$ cat src/rtl/astro_uart_pkg.sv
`timescale 1ns/1ps
`default_nettype none
// ---------------------------------------------------------------------------
// astro_uart_pkg : shared UART code-link types and constants   | rev 1.0
// ---------------------------------------------------------------------------
package astro_uart_pkg;

  localparam int CODE_W = 5;
  localparam logic [CODE_W-1:0] STOP_CODE_DEFAULT = 5'b11111;

  typedef enum logic [2:0] {
    IDLE  = 3'd0,
    START = 3'd1,
    DATA  = 3'd2,
    STOP  = 3'd3,
    DONE  = 3'd4
  } uart_state_e;

  // A byte carries a code only when every bit above the code field is clear.
  function automatic logic is_code_byte(input logic [7:0] b);
    return (b[7:CODE_W] == '0);
  endfunction

endpackage
`default_nettype wire

$ cat src/rtl/rx_sync2.sv
`timescale 1ns/1ps
`default_nettype none
// ---------------------------------------------------------------------------
// rx_sync2 : two-flop synchronizer for an idle-high serial line   | rev 1.0
// ---------------------------------------------------------------------------
module rx_sync2 (
  input  logic clk,
  input  logic rst_n,
  input  logic d,
  output logic q
);

  logic meta;

  always_ff @(posedge clk or negedge rst_n) begin
    if (!rst_n) begin
      meta <= 1'b1;
      q    <= 1'b1;
    end else begin
      meta <= d;
      q    <= meta;
    end
  end

endmodule
`default_nettype wire

$ cat src/rtl/uart_code_rx.sv
`timescale 1ns/1ps
`default_nettype none
// ---------------------------------------------------------------------------
// uart_code_rx : 8N1 receiver that extracts 5-bit codes from bytes | rev 1.0
// ---------------------------------------------------------------------------
module uart_code_rx
  import astro_uart_pkg::*;
#(
  parameter int                CLKS_PER_BIT = 434,
  parameter logic [CODE_W-1:0] STOP_CODE    = STOP_CODE_DEFAULT
) (
  input  logic              clk_50M,
  input  logic              rst_n,
  input  logic              rx,
  output logic [CODE_W-1:0] code,
  output logic              code_valid,
  output logic              stop_det,
  output logic              frame_err,
  output logic              busy
);

  localparam int BAUD_W = $clog2(CLKS_PER_BIT);
  localparam int BIT_W  = $clog2(8);

  localparam logic [BAUD_W-1:0] FULL_LAST = BAUD_W'(CLKS_PER_BIT - 1);
  localparam logic [BAUD_W-1:0] HALF_LAST = BAUD_W'(CLKS_PER_BIT / 2 - 1);
  localparam logic [BIT_W-1:0]  LAST_BIT  = BIT_W'(7);

  logic              rx_s;
  uart_state_e       state;
  logic [BAUD_W-1:0] baud_cnt;
  logic [BIT_W-1:0]  bit_cnt;
  logic [7:0]        shift;
  logic              stop_ok;

  rx_sync2 u_sync (
    .clk   (clk_50M),
    .rst_n (rst_n),
    .d     (rx),
    .q     (rx_s)
  );

  always_ff @(posedge clk_50M or negedge rst_n) begin
    if (!rst_n) begin
      state      <= IDLE;
      baud_cnt   <= '0;
      bit_cnt    <= '0;
      shift      <= '0;
      stop_ok    <= 1'b0;
      code       <= '0;
      code_valid <= 1'b0;
      stop_det   <= 1'b0;
      frame_err  <= 1'b0;
      busy       <= 1'b0;
    end else begin
      code_valid <= 1'b0;
      stop_det   <= 1'b0;
      frame_err  <= 1'b0;

      case (state)
        IDLE: begin
          // Level-sensitive on purpose: a held-low break restarts framing at once.
          if (!rx_s) begin
            state    <= START;
            bit_cnt  <= '0;
            baud_cnt <= '0;
            busy     <= 1'b1;
          end
        end

        START: begin
          if (baud_cnt == HALF_LAST) begin
            baud_cnt <= '0;
            if (rx_s) begin
              state <= IDLE;
              busy  <= 1'b0;
            end else begin
              state <= DATA;
            end
          end else begin
            baud_cnt <= baud_cnt + 1'b1;
          end
        end

        DATA: begin
          if (baud_cnt == FULL_LAST) begin
            baud_cnt       <= '0;
            shift[bit_cnt] <= rx_s;
            if (bit_cnt == LAST_BIT) begin
              state <= STOP;
            end else begin
              bit_cnt <= bit_cnt + 1'b1;
            end
          end else begin
            baud_cnt <= baud_cnt + 1'b1;
          end
        end

        STOP: begin
          if (baud_cnt == FULL_LAST) begin
            baud_cnt <= '0;
            stop_ok  <= rx_s;
            state    <= DONE;
          end else begin
            baud_cnt <= baud_cnt + 1'b1;
          end
        end

        DONE: begin
          state <= IDLE;
          busy  <= 1'b0;
          if (stop_ok && is_code_byte(shift)) begin
            code       <= shift[CODE_W-1:0];
            code_valid <= 1'b1;
            stop_det   <= (shift[CODE_W-1:0] == STOP_CODE);
          end else begin
            frame_err  <= 1'b1;
          end
        end

        default: begin
          state <= IDLE;
          busy  <= 1'b0;
        end
      endcase
    end
  end

endmodule
`default_nettype wire

$ cat config.mk
export PLATFORM = sky130hd
export DESIGN_NAME = uart_code_rx
export DESIGN_NICKNAME = d
export VERILOG_FILES = /design/src/rtl/astro_uart_pkg.sv /design/src/rtl/rx_sync2.sv /design/src/rtl/uart_code_rx.sv
export SDC_FILE = /design/constraint.sdc
export NUM_CORES = 1
export LEC_CHECK = 0
export ABC_AREA = 1
export CORE_MARGIN = 2
export CORE_UTILIZATION = 30
export CTS_BUF_LIST = sky130_fd_sc_hd__clkbuf_4
export DETAILED_ROUTE_END_ITERATION = 7
export PLACE_DENSITY = 0.53
export SLEW_MARGIN = 30
export SYNTH_ARGS = -nofsm -noshare
export SYNTH_HDL_FRONTEND = slang
export SYNTH_SLANG_ARGS = --single-unit
export TNS_END_PERCENT = 1
$ cat constraint.sdc
create_clock -name clk_50M -period 1.7 [get_ports clk_50M]
set_clock_uncertainty 0.15 [all_clocks]
set_input_delay 0.255 -clock clk_50M [delete_from_list [all_inputs] [get_ports clk_50M]]
set_output_delay 0.255 -clock clk_50M [all_outputs]
set_load 0.005 [all_outputs]
### Cell classes on the final placement, run 1

Bar = 20 µm.
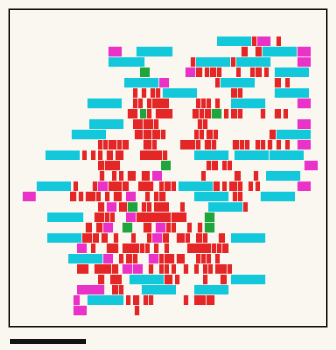
Magenta shows other buffers and delay cells, cells 28. Green shows clock drivers and dummy loads, cells 8. Red shows all other logic, cells 203. Cyan shows flops, cells 35.

### Routing congestion, run 1

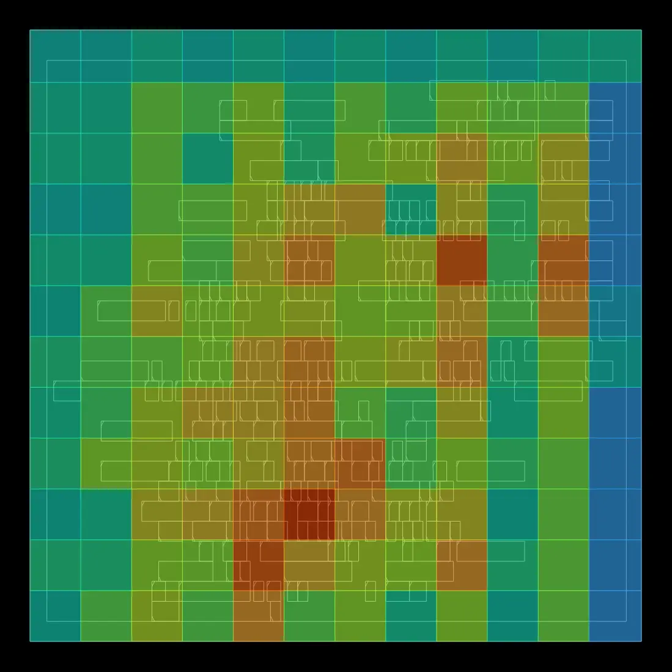
fin util: 0.386
routed length per instance: 10.6 µm
met1 Track Usage GR: 0.154
GR Util met2: 0.180
busiest grt layer: met2

### Port wiring, run 1

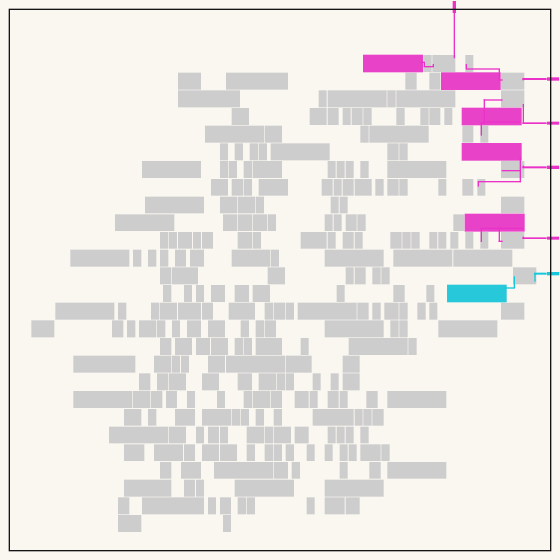
Magenta shows code, bits 5, direction output, end cells 5, buffers 5, wire 73.7 µm. Cyan shows code_valid, bits 1, direction output, end cells 1, buffers 1, wire 5.90 µm.

### Wiring heat map, run 1

Bar = 20 µm. 17 x 17 tiles, from dark purple (low) to yellow (high), scaled to the fullest tile. Values are wire area over tile area, all layers added.
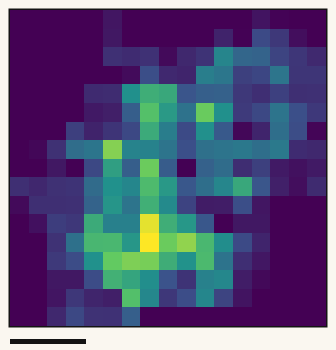
The emptiest ninth of the die: top left. The densest ninth of the die: bottom middle. 12% of the tiles are over half the peak. 34% of the tiles are nearly empty. The fullest tile reaches 0.41.

==> reports/qor.yml, run 1 <==
synthesis:
  yosysCellCount: 238
  ys_warn_count: 0
  synth-main-ff-cell: "dfrtp_1"
  synth_top_cell_by_area: "dfrtp_1"
  edf_count: 0
  ys_chip_area_mm2: 0.00187
  top_cell_area_share: 0.441
  ys_types: 25
route:
  drtIter0Drc: 57
  drt_wl_total_um: 3680
  vias_per_cell: 4.39
  firstDrtPassIters: 4
  ant_nets: 0
cts:
  clk_pin_slew_ns: 0.12
  cts_setup_buffers: 0
  clock-sinks: 35
  cts_made_buffers: 5
  worstSkewPairLatency_ns: 0.35
  cts_tree: "built"
  ctsResizeCount: 0
floorplanning:
  die_h_um: 83.0
  ioPinCount: 12
  fp.dieW_um: 83.0
  coreArea_mm2: 0.00599
timing:
  rsz0062_at_grt: "true"
  fin_crit_ns: 1.63
  setup_violations: 0
  holdWs_ns: 0.149
  fin_tns_setup_ns: 0
  finalHoldViolCount: 0
cells_and_area:
  inverters: 48
  final.fill_count: 617
  n_all_buffers: 28
  largest_register: "baud_cnt"
  nFlopsAndLatches: 35
  comb_cells: 155
  antennaDiodeCount: 0
  stdcell_count: 349
  reg_top3: "baud_cnt x9, shift x8, code x5"
  bufAreaShareNonClock: 0.107
  fin_nets: 281
  nClkBuffers: 5
  logic_area_um2: 850
  dominant_cells: "flip-flops and latches"
power:
  peakVddDrop_v: 0.000208
  p_leak_nw: 1.21
placed_design:
  dp_cells: 335
  placed_area_mm2: 0.00217
worst_setup_path:
  crit_start: "baud_cnt[0]$_DFFE_PN0P_"
  crit_path_top_delay_cell: "dfrtp_1"
  cp_num_buf_inv: 2
  end_kind: "register"
  r2r_slack_ns: 0.07
  critPathMaxStageDelay_ns: 0.40
  reg2regPathDepth: 9
global_routing:
  grt_max_degree: 22
  grt_antenna_before_repair: 0
worst_hold_path:
  hold_class: "primary input to register"
  whs_endpoint: "u_sync.meta$_DFF_PN1_"
  hold_depth: 1
  holdCritStartpoint: "rx"
job:
  maxCapViolCount: 0
run_status:
  status: "finished, final reports clean"
[run 1: logic make-up after synthesis]
group	Yosys count	share of synthesized area
DFF	35	0.469
AOI/OAI and AO/OA	23	0.0708
adders and majority gates	5	0.0334
buffers and inverters	48	0.0962
and+or+nand+nor	122	0.307
xor gates and xnor gates	5	0.0234
[run 1: power by group]
part / internal [W] / leakage [nW] / switching, W / total (W)
Combinational: 0.0000125 / 0.719 / 0.0000224 / 0.0000349
Sequential: 0.000837 / 0.460 / 0.00000111 / 0.000838
Clock: 0.000158 / 0.0272 / 0.000311 / 0.000469
[run 1: cells in the final DEF, fill, tap and decap left out, drive strengths merged, types with 3 or more instances in the layout]
cell type | synthesis | final
inv | 47 | 48
nand4 | 3 | 3
clkbuf | 0 | 5
a21oi | 3 | 3
nand2 | 67 | 67
ha | 5 | 5
nor3 | 4 | 4
nand3b | 5 | 5
dfrtp | 33 | 33
o21ai | 17 | 17
nand3 | 19 | 19
nor2 | 23 | 23
clkdlybuf4s50 | 0 | 10
buf | 0 | 17
xor2 | 5 | 5
[run 1: worst max path at each step]
| stage | endpoint | slack, ns | depth (start not counted) |
|---|---|---|---|
| floorplan | state[1]$_DFFE_PN0P_ | 0.14 | 11 |
| global placement | bit_cnt[0]$_DFFE_PN0P_ | 0.04 | 9 |
| detailed placement | state[1]$_DFFE_PN0P_ | 0.01 | 9 |
| CTS | bit_cnt[0]$_DFFE_PN0P_ | 0.003 | 9 |
| global route | bit_cnt[1]$_DFFE_PN0P_ | -0.05 | 9 |
| finish | bit_cnt[0]$_DFFE_PN0P_ | 0.07 | 9 |
[run 1: layer usage]
layer  track usage  vias up  share of wire
met1         0.154      703           0.50
met2         0.180       15           0.45
met4        0.0537        0          0.020
met5             0        -              0
met3        0.0268        6          0.025
li1              -      807              -
## Run 2: what changed since run 1
Settings changed: CTS_CLUSTER_SIZE set to 8, SLEW_MARGIN 30 to 5.
### Wiring heat map, run 2

Bar = 20 µm. 17 x 17 tiles, from dark purple (low) to yellow (high), scaled to the fullest tile. Values are wire area over tile area, all layers added.
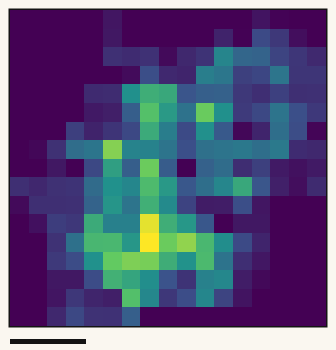
The fullest tile reaches 0.41. The densest ninth of the die: bottom middle. The mean over all tiles is 0.083. 12% of the tiles are over half the peak. 34% of the tiles are nearly empty.

==> reports/qor.yml, run 2 <==
synthesis:
  ys_types: 25  # unchanged
  topCombFamilyByArea: "simple AND/OR/NAND/NOR gates"  # unchanged
  synth-main-ff-cell: "dfrtp_1"  # unchanged
  ys_chip_area_mm2: 0.00187  # unchanged
  synth-xor-area-share: 0.0234  # unchanged
  ys_sh_simple: 0.307  # unchanged
  synthCells: 238  # unchanged
  ys_sh_aoi: 0.0708  # unchanged
  adder_share: 0.0334  # unchanged
  top_cell_area_share: 0.441  # unchanged
  edf_count: 0  # unchanged
  synth.mux.area_fraction: 0  # unchanged
  ys_seq_frac: 0.469  # unchanged
  yosysCellCount: 238  # unchanged
  ys_warn_count: 0  # unchanged
  synth_top_cell_by_area: "dfrtp_1"  # unchanged
worst_hold_path:
  hold_depth: 1  # unchanged
  whs_endpoint: "u_sync.meta$_DFF_PN1_"  # unchanged
  holdCritStartpoint: "rx"  # unchanged
  hold_class: "primary input to register"  # unchanged
cells_and_area:
  reg_top3: "baud_cnt x9, shift x8, code x5"  # unchanged
  antennaDiodeCount: 0  # unchanged
  final_cell_mix: "58 x nand2_1, 40 x inv_1, 31 x dfrtp_1"  # unchanged
  layout_top_cell: "nand2_1"  # unchanged
  logic_area_um2: 850  # unchanged
  final.fill_count: 617  # unchanged
  largest_register: "baud_cnt"  # unchanged
  fin_nets: 281  # unchanged
global_routing:
  use_met1: 0.154  # unchanged
  grt_antenna_before_repair: 0  # unchanged
  grt_use_met2: 0.180  # unchanged
  grt_max_degree: 22  # unchanged
  grtUsageMet3: 0.0268  # unchanged
  grt_busiest_layer: "met2"  # unchanged
worst_setup_path:
  reg2regPathDepth: 9  # unchanged
  r2r-start: "baud_cnt[0]$_DFFE_PN0P_"  # unchanged
  r2r_slack_ns: 0.07  # about the same
  critPathCapture: "bit_cnt[0]$_DFFE_PN0P_"  # unchanged
  end_kind: "register"  # unchanged
  crit_start: "baud_cnt[0]$_DFFE_PN0P_"  # unchanged
route:
  firstDrtPassIters: 4  # unchanged
  ant_nets: 0  # unchanged
  wl_per_cell_um: 10.6  # unchanged
  vias_per_cell: 4.39  # unchanged
  drtIter0Drc: 57  # unchanged
  drt_wl_total_um: 3680  # unchanged
timing:
  setup_violations: 0  # unchanged
  fin_tns_setup_ns: 0  # unchanged
  rsz0062_at_grt: "true"  # unchanged
  holdWs_ns: 0.149  # unchanged
  finalHoldViolCount: 0  # unchanged
  fin_crit_ns: 1.63  # unchanged
  worst_pin_slew_ns: 0.354  # unchanged
floorplanning:
  ioPinCount: 12  # unchanged
  die_h_um: 83.0  # unchanged
  coreArea_mm2: 0.00599  # unchanged
  fp.dieW_um: 83.0  # unchanged
cts:
  clock-sinks: 35  # unchanged
  cts_made_buffers: 5  # unchanged
  cts_tree: "built"  # unchanged
  clk_pin_slew_ns: 0.12  # about the same
  ctsHtreeMaxLevel: 2  # unchanged
  worstSkewPairLatency_ns: 0.35  # about the same
power:
  peakVddDrop_v: 0.000208  # unchanged
  p_leak_nw: 1.21  # unchanged
job:
  maxCapViolCount: 0  # unchanged
run_status:
  status: "finished, final reports clean"  # unchanged
run 2: cell families after synthesis:
logic type / after synthesis
xor+xnor: 5
compound gates: 23
fa+ha+maj: 5
buf+inv: 48
simple gates: 122
flops: 35
run 2: stage by stage:
stage,instance area (µm²),utilization,instances
after global placement,2170,0.362,335
after global routing,2310,0.386,349
after CTS,2230,0.373,344
after detailed placement,2170,0.362,335
after floorplan,1870,-,238
final,2310,0.386,349
run 2: final cells by class:
| cell class | instances | area share |
|---|---|---|
| clock buffers | 5 | 0.0163 |
| clock inverters | 3 | 0.00867 |
| inverters | 48 | 0.0780 |
| multi-input cells | 155 | 0.368 |
| flip-flops and latches | 35 | 0.381 |
| well taps | 75 | 0.0406 |
| repair buffers | 28 | 0.107 |
run 2: report_power, final:
group / total [W] / switching [W] / internal, W
combinational: 0.0000349 / 0.0000224 / 0.0000125
sequential: 0.000838 / 0.00000111 / 0.000837
clock: 0.000469 / 0.000311 / 0.000158
total: 0.00134 / 0.000335 / 0.00101
run 2: routing by layer:
metal,up-vias,part of all wire,wire [µm]
li1,807,-,-
met3,6,0.025,92
met1,703,0.50,1850
met4,0,0.020,75
met5,-,0,0
met2,15,0.45,1670
run 2: what timing repair did:
action | in CTS | in global routing
endpoints found under the setup margin | 0 | 21
endpoints found under the hold margin | 35 | 0
setup buffers | 0 | 5
resized | 0 | 14
hold buffers | 1 | 0
run 2: worst max-delay path, cell delays in order (launching register included):
cell,delay (ns)
dfrtp_1,0.40
buf_4,0.14
ha_4,0.13
nand2_1,0.06
inv_2,0.07
nand3_4,0.11
a21oi_4,0.27
nand2_2,0.10
nand2_1,0.06
nand2_1,0.05
Power is estimated from default activity; no workload was simulated.
